===== config.mk =====
export PLATFORM = sky130hd
export DESIGN_NAME = companion_mood_fsm
export DESIGN_NICKNAME = d
export VERILOG_FILES = /design/src/rtl/companion_mood_fsm.sv
export SDC_FILE = /design/constraint.sdc
export NUM_CORES = 1
export LEC_CHECK = 0
export ABC_AREA = 1
export CAP_MARGIN = 10
export CELL_PAD_IN_SITES_DETAIL_PLACEMENT = 1
export CELL_PAD_IN_SITES_GLOBAL_PLACEMENT = 2
export CORE_MARGIN = 2
export CORE_UTILIZATION = 23
export DETAILED_ROUTE_END_ITERATION = 8
export MAX_ROUTING_LAYER = met4
export PLACE_DENSITY = 0.87
export SLEW_MARGIN = 30
export SYNTH_ARGS = -nofsm -noshare
export SYNTH_HDL_FRONTEND = slang
export SYNTH_SLANG_ARGS = --single-unit

===== constraint.sdc =====
create_clock -name clk -period 4.8 [get_ports clk]
set_input_delay 0.96 -clock clk [delete_from_list [all_inputs] [get_ports clk]]
set_output_delay 0.96 -clock clk [all_outputs]
set_load 0.03 [all_outputs]

===== src/rtl/companion_mood_fsm.sv =====
// companion_mood_fsm: registered companion mood with hysteresis, neglect counting and death; define COMPANION_MOOD_REVIVE_EN to allow leaving DEAD via revive
module companion_mood_fsm #(
    parameter int MAX_VALUE     = 10,
    parameter int LOW_THRESH    = 3,
    parameter int NEGLECT_LIMIT = 5
) (
    input  logic        clk,
    input  logic        rst,
    input  logic        tick,
    input  logic [31:0] hunger,
    input  logic [31:0] energy,
    input  logic [31:0] fun,
    input  logic        revive,
    output logic [2:0]  mood,
    output logic        alive,
    output logic        alert,
    output logic [7:0]  neglect_count
);
    typedef enum logic [2:0] {
        HAPPY    = 3'd0,
        CONTENT  = 3'd1,
        NEEDY    = 3'd2,
        CRITICAL = 3'd3,
        DEAD     = 3'd4
    } mood_t;

    localparam logic [31:0] MAX_V     = 32'(MAX_VALUE);
    localparam logic [31:0] LOW_V     = 32'(LOW_THRESH);
    localparam logic [31:0] RECOVER_V = 32'(LOW_THRESH + 2);
    localparam logic [31:0] HAPPY_V   = 32'(MAX_VALUE - 1);
    localparam logic [31:0] CONTENT_V = 32'(MAX_VALUE - 3);
    localparam logic [7:0]  LIMIT     = 8'(NEGLECT_LIMIT);

    mood_t       state, state_next, prev;
    logic [7:0]  count_next;
    logic [31:0] h_c, e_c, f_c, m;
    logic        revive_hit;

`ifdef COMPANION_MOOD_REVIVE_EN
    assign revive_hit = revive;
`else
    logic unused_revive;
    assign unused_revive = revive;
    assign revive_hit    = 1'b0;
`endif

    assign mood = state;

    // Clamp every stat to the ceiling and take the weakest one
    always_comb begin
        h_c = hunger > MAX_V ? MAX_V : hunger;
        e_c = energy > MAX_V ? MAX_V : energy;
        f_c = fun > MAX_V ? MAX_V : fun;
        m   = h_c < e_c ? h_c : e_c;
        m   = f_c < m ? f_c : m;
    end

    // Prioritised mood rules; recovery thresholds differ from decline thresholds for hysteresis
    always_comb begin
        state_next = state;
        count_next = neglect_count;
        if (state == DEAD) begin
            if (revive_hit) begin
                state_next = CRITICAL;
                count_next = 8'd0;
            end
        end else if (m == 32'd0) begin
            state_next = CRITICAL;
            if (state == CRITICAL && tick) begin
                count_next = neglect_count + 8'd1;
                if (count_next == LIMIT) state_next = DEAD;
            end
        end else if (state == CRITICAL || state == NEEDY)
            state_next = m >= RECOVER_V ? (m >= HAPPY_V ? HAPPY : CONTENT) : NEEDY;
        else if (state == CONTENT)
            state_next = m <= LOW_V ? NEEDY : (m >= HAPPY_V ? HAPPY : CONTENT);
        else
            state_next = m <= LOW_V ? NEEDY : (m <= CONTENT_V ? CONTENT : HAPPY);
        if (state_next != CRITICAL && state_next != DEAD) count_next = 8'd0;
    end

    // State register; alert compares the registered mood with its previous value so it trails mood by a cycle
    always_ff @(posedge clk) begin
        if (rst) begin
            state         <= HAPPY;
            prev          <= HAPPY;
            alive         <= 1'b1;
            alert         <= 1'b0;
            neglect_count <= 8'd0;
        end else begin
            state         <= state_next;
            prev          <= state;
            alive         <= state_next != DEAD;
            neglect_count <= count_next;
            alert         <= state != prev && prev != DEAD &&
                             (state == NEEDY || state == CRITICAL || state == DEAD);
        end
    end
endmodule


run_1/placement.png
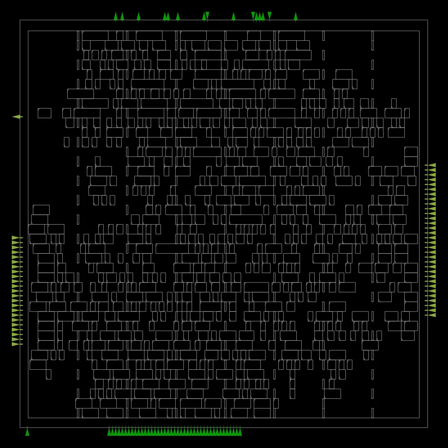
final core occ: 43.2%
registers: 16
Seq/total area: 6.19%

run_1/detail.png
Region (32, 55) to (82, 105) um. Cells in gray, sequential cells in the stronger gray; small squares are vias.
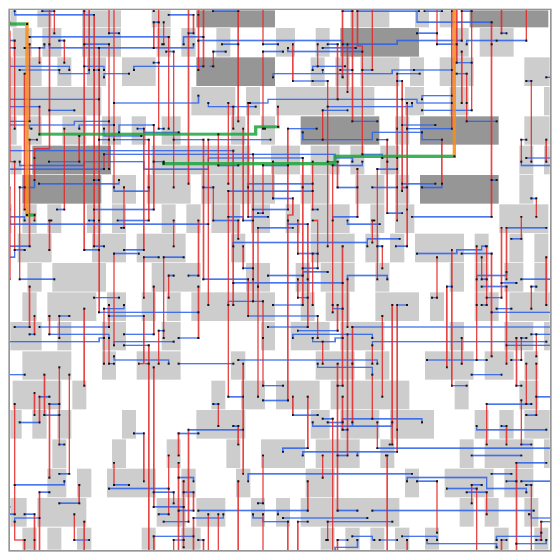
legend:
  green:
    layer: metal 3
  blue:
    layer: metal 1
  red:
    layer: metal 2
  orange:
    layer: metal 4
sequential cells in the window: 9
netlist names of flops here include: `mood` (3), `neglect_count` (2), `prev` (2)
most frequent: conb_1 (33), nand2_1 (25)
cells with their middle in the window: 187

==> reports/qor.yml, run 1 <==
run_status:
  status: "completed"
synth:
  yosysMostFrequentCell: "nand2_1"
  ys_async_sr_fraction_pct: 0
  ys_seq_share_pct: 11.4
  ys_types: 36
  yosys_warnings: 0
  ys_area_um2: 2810
  synth_cells: 430
power:
  power-top-group: "combinational cells"
  clockPowerShare_pct: 29.8
  p_clk_w: 0.000180
  seqPwrFrac_pct: 22.8
  powerComb_w: 0.000286
  p_int_w: 0.000410
  power.switching_w: 0.000193
  swShare_pct: 32.0
  comb_power_share_pct: 47.4
cells_and_area:
  comb_area_um2: 2920
  antenna-diode-count: 0
  regMostFlops: "neglect_count"
  fillerInstances: 1528
  final_common_cell: "conb_1"
  layout.cells.non_filler: 827
  stdcell_area_um2: 5170
  area_growth_pct: 83.9
  layout_top_cells: "conb_1, nand2_1, dlymetal6s2s_1, ha_1, nor2_1"
cts:
  clkLatencyLatePin_ps: 250
  clk_pin_slew_ps: 50
  cts.path.max_buffers: 2
  cts_resized: 3
  numClockSinks: 16
worst_setup_path:
  reg2regPathDepth: 15
  criticalPathCategory: "in -> reg"
  r2r_end: "neglect_count[5]"
  crit_start: "energy[24]"
  r2r_start: "mood[1]"
  critical_path.endpoint: "neglect_count[7]"
  path_common_cell: "nand2_1"
  crit_path_start_kind: "primary input"
  crit_path_max_fanout: 8
  r2r_setup_slack_ps: 2340
  cp.required_ps: 4990
die:
  die_w_um: 115
  die_area_um2: 13100
  row_count: 40
  die-height_um: 115
  io_pins: 113
min_path:
  hold_depth: 2
  min_path_type: "reg -> reg"
  hold_end: "prev[1]"
  hp-start: "mood[1]"
drt:
  drt_iter0_drc: 59
  ant_nets: 0
  wirelength_met1_um: 3660
  wl_met2_um: 4710
  drt-pass1-iter-count: 4
  wl_met3_um: 375
job:
  warning_count: 28
global_route:
  grt_use_met1_pct: 14.1
  grt_overflow: 0
  grt_antenna_before_repair: 0
  gr-usage-met2_pct: 26.0
  busiest_layer: "met2"
final_timing:
  drv_slew: 0
  hold_violations: 0
  fin_setup_tns_ps: 0
  finClkSkew_ps: 0.843
placement:
  portBuffers: 111
  dpl_cell_area_um2: 4670
  hpwl_um: 7450
  gp_congestion: 0.761
  post-place-ws_ps: -291
run_1/metal_density.png
(3 px per um) The die is cut into 23 by 23 equal tiles; dark purple is low, yellow is high, scaled to the fullest tile. Values are wire area over tile area, all layers added.
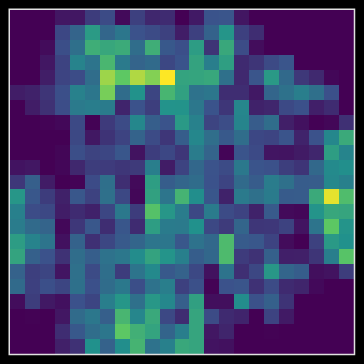
mean over tiles: 0.10
tiles over half the peak: 13%
fullest tile: 0.42
nearly empty tiles: 19%
GRT Total Usage: 13.1%
drt wl/cell: 10.6 um
routed wire length: 8800 um

[run 1: critical path, delay by kind of cell]
family                   cells  cell delay [ps]
buffers and inverters        3              210
adder cells (fa/ha/maj)      2              500
AND/OR/NAND/NOR             29             2410
AND-OR/OR-AND                3              450
[run 1: kinds of logic after synthesis]
group / after synthesis / share of synthesized area, %
buffers and inverters: 50 / 7.03
adder cells (fa/ha/maj): 61 / 27.1
other: 2 / 0.267
AND/OR/NAND/NOR: 238 / 39.3
flip-flops: 16 / 11.4
AND-OR/OR-AND: 54 / 12.1
XOR/XNOR: 9 / 2.80
[run 1: final cells by class]
class                           count  area share (%)
Multi-Input combinational cell    475            56.4
Tap cell                          147            3.56
Inverter                           49            3.65
Timing Repair Buffer              136            28.4
Sequential cell                    16            6.19
Clock buffer                        4            1.72
--- run 2 (diff from run 1) ---
--- a/config.mk
+++ b/config.mk
@@ -11,6 +11,7 @@
 export CELL_PAD_IN_SITES_GLOBAL_PLACEMENT = 2
 export CORE_MARGIN = 2
 export CORE_UTILIZATION = 23
+export CTS_CLUSTER_SIZE = 25
 export DETAILED_ROUTE_END_ITERATION = 8
 export MAX_ROUTING_LAYER = met4
 export PLACE_DENSITY = 0.87
run_2/detail.png
Region (32, 55) to (82, 105) um. Cells in gray, sequential cells in the stronger gray; small squares are vias.
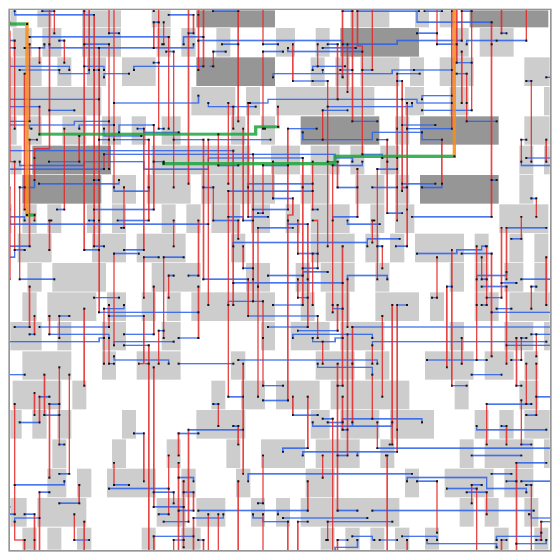
legend:
  red:
    layer: metal 2
  green:
    layer: metal 3
  orange:
    layer: metal 4
  blue:
    layer: metal 1
most frequent: conb_1 (33), nand2_1 (25)
sequential cells in the window: 9
cells with their middle in the window: 187
netlist names of flops here include: `mood` (3), `neglect_count` (2), `prev` (2)

==> run 2 against run 1 <==
Clock skew did not move. Highest routed layer unchanged. Synthesized cell count did not move. Largest power group unchanged. Total power unchanged. Via count stayed put. Hold slack did not move. Sequential share of layout area is the same. Routed wire length did not move.
==> reports/qor.yml, run 2 <==
run_status:
  status: "completed"
synth:
  xor_area_share_pct: 2.80  # unchanged
  ys_area_um2: 2810  # unchanged
  aoi_share_pct: 12.1  # unchanged
  synthMuxAreaShare_pct: 0  # unchanged
  ys_types: 36  # unchanged
  yosys_warnings: 0  # unchanged
  ys_seq_share_pct: 11.4  # unchanged
  ff_type: "dfxtp_1"
  ys_sh_simple_pct: 39.3  # unchanged
  ys_sh_adder_pct: 27.1  # unchanged
  ys_top_logic_family: "simple AND/OR/NAND/NOR gates"
  synth_cells: 430  # unchanged
cells_and_area:
  postLayoutCoreUtil_pct: 43.2  # unchanged
  area_growth_pct: 83.9  # unchanged
  layout_top_cells: "conb_1, nand2_1, dlymetal6s2s_1, ha_1, nor2_1"
  stdcell_area_um2: 5170  # unchanged
  antenna-diode-count: 0  # unchanged
  regMostFlops: "neglect_count"
  largest_reg_flops: 8
  final_common_cell: "conb_1"
  layout.cells.non_filler: 827  # unchanged
min_path:
  hp-start: "mood[1]"
  hold_end: "prev[1]"
  min_path_type: "reg -> reg"
die:
  row_count: 40  # unchanged
  die_area_um2: 13100  # unchanged
  die_w_um: 115  # unchanged
  die-height_um: 115  # unchanged
  fp_util_pct: 23.5
  io_pins: 113  # unchanged
worst_setup_path:
  crit_path_start_kind: "primary input"
  path_buffers: 3  # unchanged
  r2r_setup_slack_ps: 2340  # about the same
  critical_path.endpoint: "neglect_count[7]"
  crit_path_max_fanout: 8  # unchanged
  r2r_end: "neglect_count[5]"
  crit_start: "energy[24]"
  r2r_start: "mood[1]"
  cp.required_ps: 4990  # about the same
  path_depth: 37  # unchanged
  reg2regPathDepth: 15  # unchanged
  path_common_cell: "nand2_1"
cts:
  clkLatencyLatePin_ps: 250  # about the same
  cts.path.max_buffers: 2  # unchanged
  clk_pin_slew_ps: 50  # about the same
global_route:
  grt_use_total_pct: 13.1  # unchanged
  grt_overflow: 0  # unchanged
  busiest_layer: "met2"
  grt_antenna_before_repair: 0  # unchanged
  gr-usage-met2_pct: 26.0  # unchanged
  grt_use_met1_pct: 14.1  # unchanged
power:
  p_total_w: 0.000603
final_timing:
  hold_violations: 0  # unchanged
  drv_slew: 0  # unchanged
  fin_setup_tns_ps: 0  # unchanged
  finClkSkew_ps: 0.843  # unchanged
drt:
  drt-wirelength-per-cell_um: 10.6  # unchanged
  wl_met3_um: 375  # unchanged
  drt-pass1-iter-count: 4  # unchanged
  wirelength_met1_um: 3660  # unchanged
  finalWirelength_um: 8800  # unchanged
  drt_iter0_drc: 59  # unchanged
  wl_met2_um: 4710  # unchanged
placement:
  dpl_cell_area_um2: 4670  # unchanged
  post-place-ws_ps: -291  # unchanged
  hpwl_um: 7450  # unchanged
job:
  warning_count: 28  # unchanged
-- run 2: cell counts after synthesis --
Identical to the previous run, type by type.
-- run 2: report_power, final --
| group | switching, W | internal [W] | leakage [nW] |
|---|---|---|---|
| logic | 0.000138 | 0.000149 | 2.83 |
| clock network | 0.0000530 | 0.000127 | 0.0442 |
| registers | 0.00000246 | 0.000135 | 0.129 |
| total | 0.000193 | 0.000410 | 3.01 |
-- run 2: timing repair --
item,CTS,global route
resized,3,113
gates cloned,0,1
pin swaps,1,44
endpoints found under the setup margin,8,12
setup buffers,0,3
endpoints found under the hold margin,0,0
-- run 2: final cells by class --
type	count	area (um2)	share of cell area (%)
clock buffer	4	88.8	1.72
inverter	49	189	3.65
multi-input combinational	475	2920	56.4
sequential	16	320	6.19
tap	147	184	3.56
timing repair buffer	136	1470	28.4
--- run 3 (diff from run 2) ---
--- a/config.mk
+++ b/config.mk
@@ -15,7 +15,6 @@
 export DETAILED_ROUTE_END_ITERATION = 8
 export MAX_ROUTING_LAYER = met4
 export PLACE_DENSITY = 0.87
-export SLEW_MARGIN = 30
 export SYNTH_ARGS = -nofsm -noshare
 export SYNTH_HDL_FRONTEND = slang
 export SYNTH_SLANG_ARGS = --single-unit
run_3/detail.png
Region (32, 55) to (82, 105) um. Cells in gray, sequential cells in the stronger gray; small squares are vias.
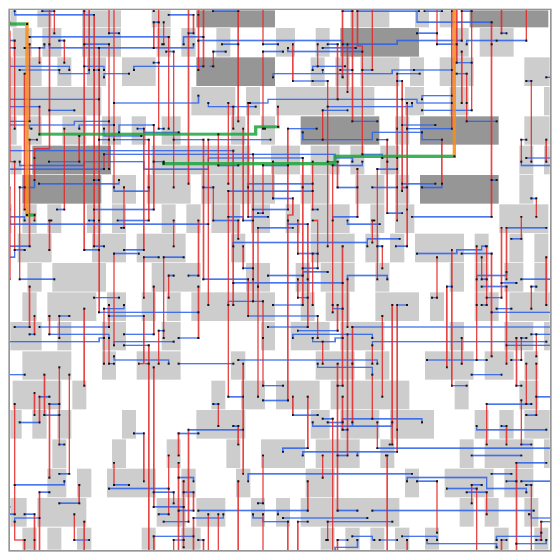
legend:
  blue:
    layer: metal 1
  green:
    layer: metal 3
  orange:
    layer: metal 4
  red:
    layer: metal 2
netlist names of flops here include: `mood` (3), `neglect_count` (2), `prev` (2)
sequential cells in the window: 9
most frequent: conb_1 (33), nand2_1 (25)
cells with their middle in the window: 187

==> run 3 against run 2 <==
Final cell count did not move. Count of clock-buffer cells in the layout did not move. Flip-flop count unchanged. Via count unchanged. Highest routed layer unchanged.
==> reports/qor.yml, run 3 <==
synth:
  ys_top_logic_family: "simple AND/OR/NAND/NOR gates"
  ys_sh_simple_pct: 39.3  # unchanged
  xor_area_share_pct: 2.80  # unchanged
  ys_sh_adder_pct: 27.1  # unchanged
  aoi_share_pct: 12.1  # unchanged
  ys_cells: 430
  ff_type: "dfxtp_1"
  synth_cells: 430  # unchanged
  ys_seq_share_pct: 11.4  # unchanged
  synthMuxAreaShare_pct: 0  # unchanged
  ys_area_um2: 2810  # unchanged
  ys_async_sr_fraction_pct: 0
  yosys_warnings: 0  # unchanged
  yosysMostFrequentCell: "nand2_1"
  ys_types: 36  # unchanged
min_path:
  hold_end: "prev[1]"
  min_path_type: "reg -> reg"
  hp-start: "mood[1]"
global_route:
  grt_antenna_before_repair: 0  # unchanged
  grt_use_met1_pct: 14.1  # unchanged
  gr-usage-met2_pct: 26.0  # unchanged
  busiest_layer: "met2"
  grt_use_total_pct: 13.1  # unchanged
  grt_overflow: 0  # unchanged
worst_setup_path:
  r2r_setup_slack_ps: 2340  # about the same
  reg2regPathDepth: 15  # unchanged
  crit_path_max_fanout: 8  # unchanged
  path_buffers: 3  # unchanged
  crit_start: "energy[24]"
  cp.required_ps: 4990  # about the same
  r2r_start: "mood[1]"
  path_common_cell: "nand2_1"
  criticalPathCategory: "in -> reg"
  path_depth: 37  # unchanged
  r2r_end: "neglect_count[5]"
  critical_path.endpoint: "neglect_count[7]"
drt:
  drt-wirelength-per-cell_um: 10.6  # unchanged
  wl_met3_um: 375  # unchanged
  finalWirelength_um: 8800  # unchanged
  drt-pass1-iter-count: 4  # unchanged
  wirelength_met1_um: 3660  # unchanged
  wl_met2_um: 4710  # unchanged
  drt_iter0_drc: 59  # unchanged
cells_and_area:
  layout.cells.non_filler: 827  # unchanged
  final_nets: 842
  final_common_cell: "conb_1"
  comb_area_um2: 2920  # unchanged
  layout_top_cells: "conb_1, nand2_1, dlymetal6s2s_1, ha_1, nor2_1"
  antenna-diode-count: 0  # unchanged
  regArea_um2: 320  # unchanged
  postLayoutCoreUtil_pct: 43.2  # unchanged
  stdcell_area_um2: 5170  # unchanged
  regMostFlops: "neglect_count"
  area_growth_pct: 83.9  # unchanged
  largest_reg_flops: 8  # unchanged
final_timing:
  drv_slew: 0  # unchanged
  fin_setup_tns_ps: 0  # unchanged
  finClkSkew_ps: 0.843  # unchanged
  hold_violations: 0  # unchanged
run_status:
  status: "completed"
placement:
  hpwl_um: 7450  # unchanged
  dpl_cell_area_um2: 4670  # unchanged
  post-place-ws_ps: -291  # unchanged
cts:
  cts_tree: "built"
  cts_made_buffers: 3
  numClockSinks: 16
  cts_resized: 3  # unchanged
  clkLatencyLatePin_ps: 250  # about the same
  post_cts_buffers: 0  # unchanged
power:
  power_density_nw_per_um2: 117
  p_total_w: 0.000603  # unchanged
die:
  die_area_um2: 13100  # unchanged
  die_w_um: 115  # unchanged
  row_count: 40  # unchanged
  io_pins: 113  # unchanged
  fp_util_pct: 23.5  # unchanged
  die-height_um: 115  # unchanged
job:
  warning_count: 28  # unchanged
## run 3: layout make-up
type	count	area share (%)
timing repair buffer	136	28.4
inverter	49	3.65
sequential	16	6.19
clock buffer	4	1.72
tap	147	3.56
multi-input combinational	475	56.4
## run 3: power by group
part           leakage (nW)  switching [W]  internal, W
sequential            0.129     0.00000246     0.000135
clock                0.0442      0.0000530     0.000127
combinational          2.83       0.000138     0.000149
## run 3: worst register-to-register path: stages (launching register included)
cell and delay (ps):
dfxtp_1 400, inv_1 80, nor2_1 270, nand3_1 120, inv_1 190, nand3_1 110
nor2_1 110, nand3_1 90, nor3_1 360, nand3_2 120, nand2_2 70, nand2_1 60
nand3_2 100, o21bai_4 70, nand2_4 150, nor2_2 60
Power figures rest on the tool's default switching activity, not on a simulated workload.
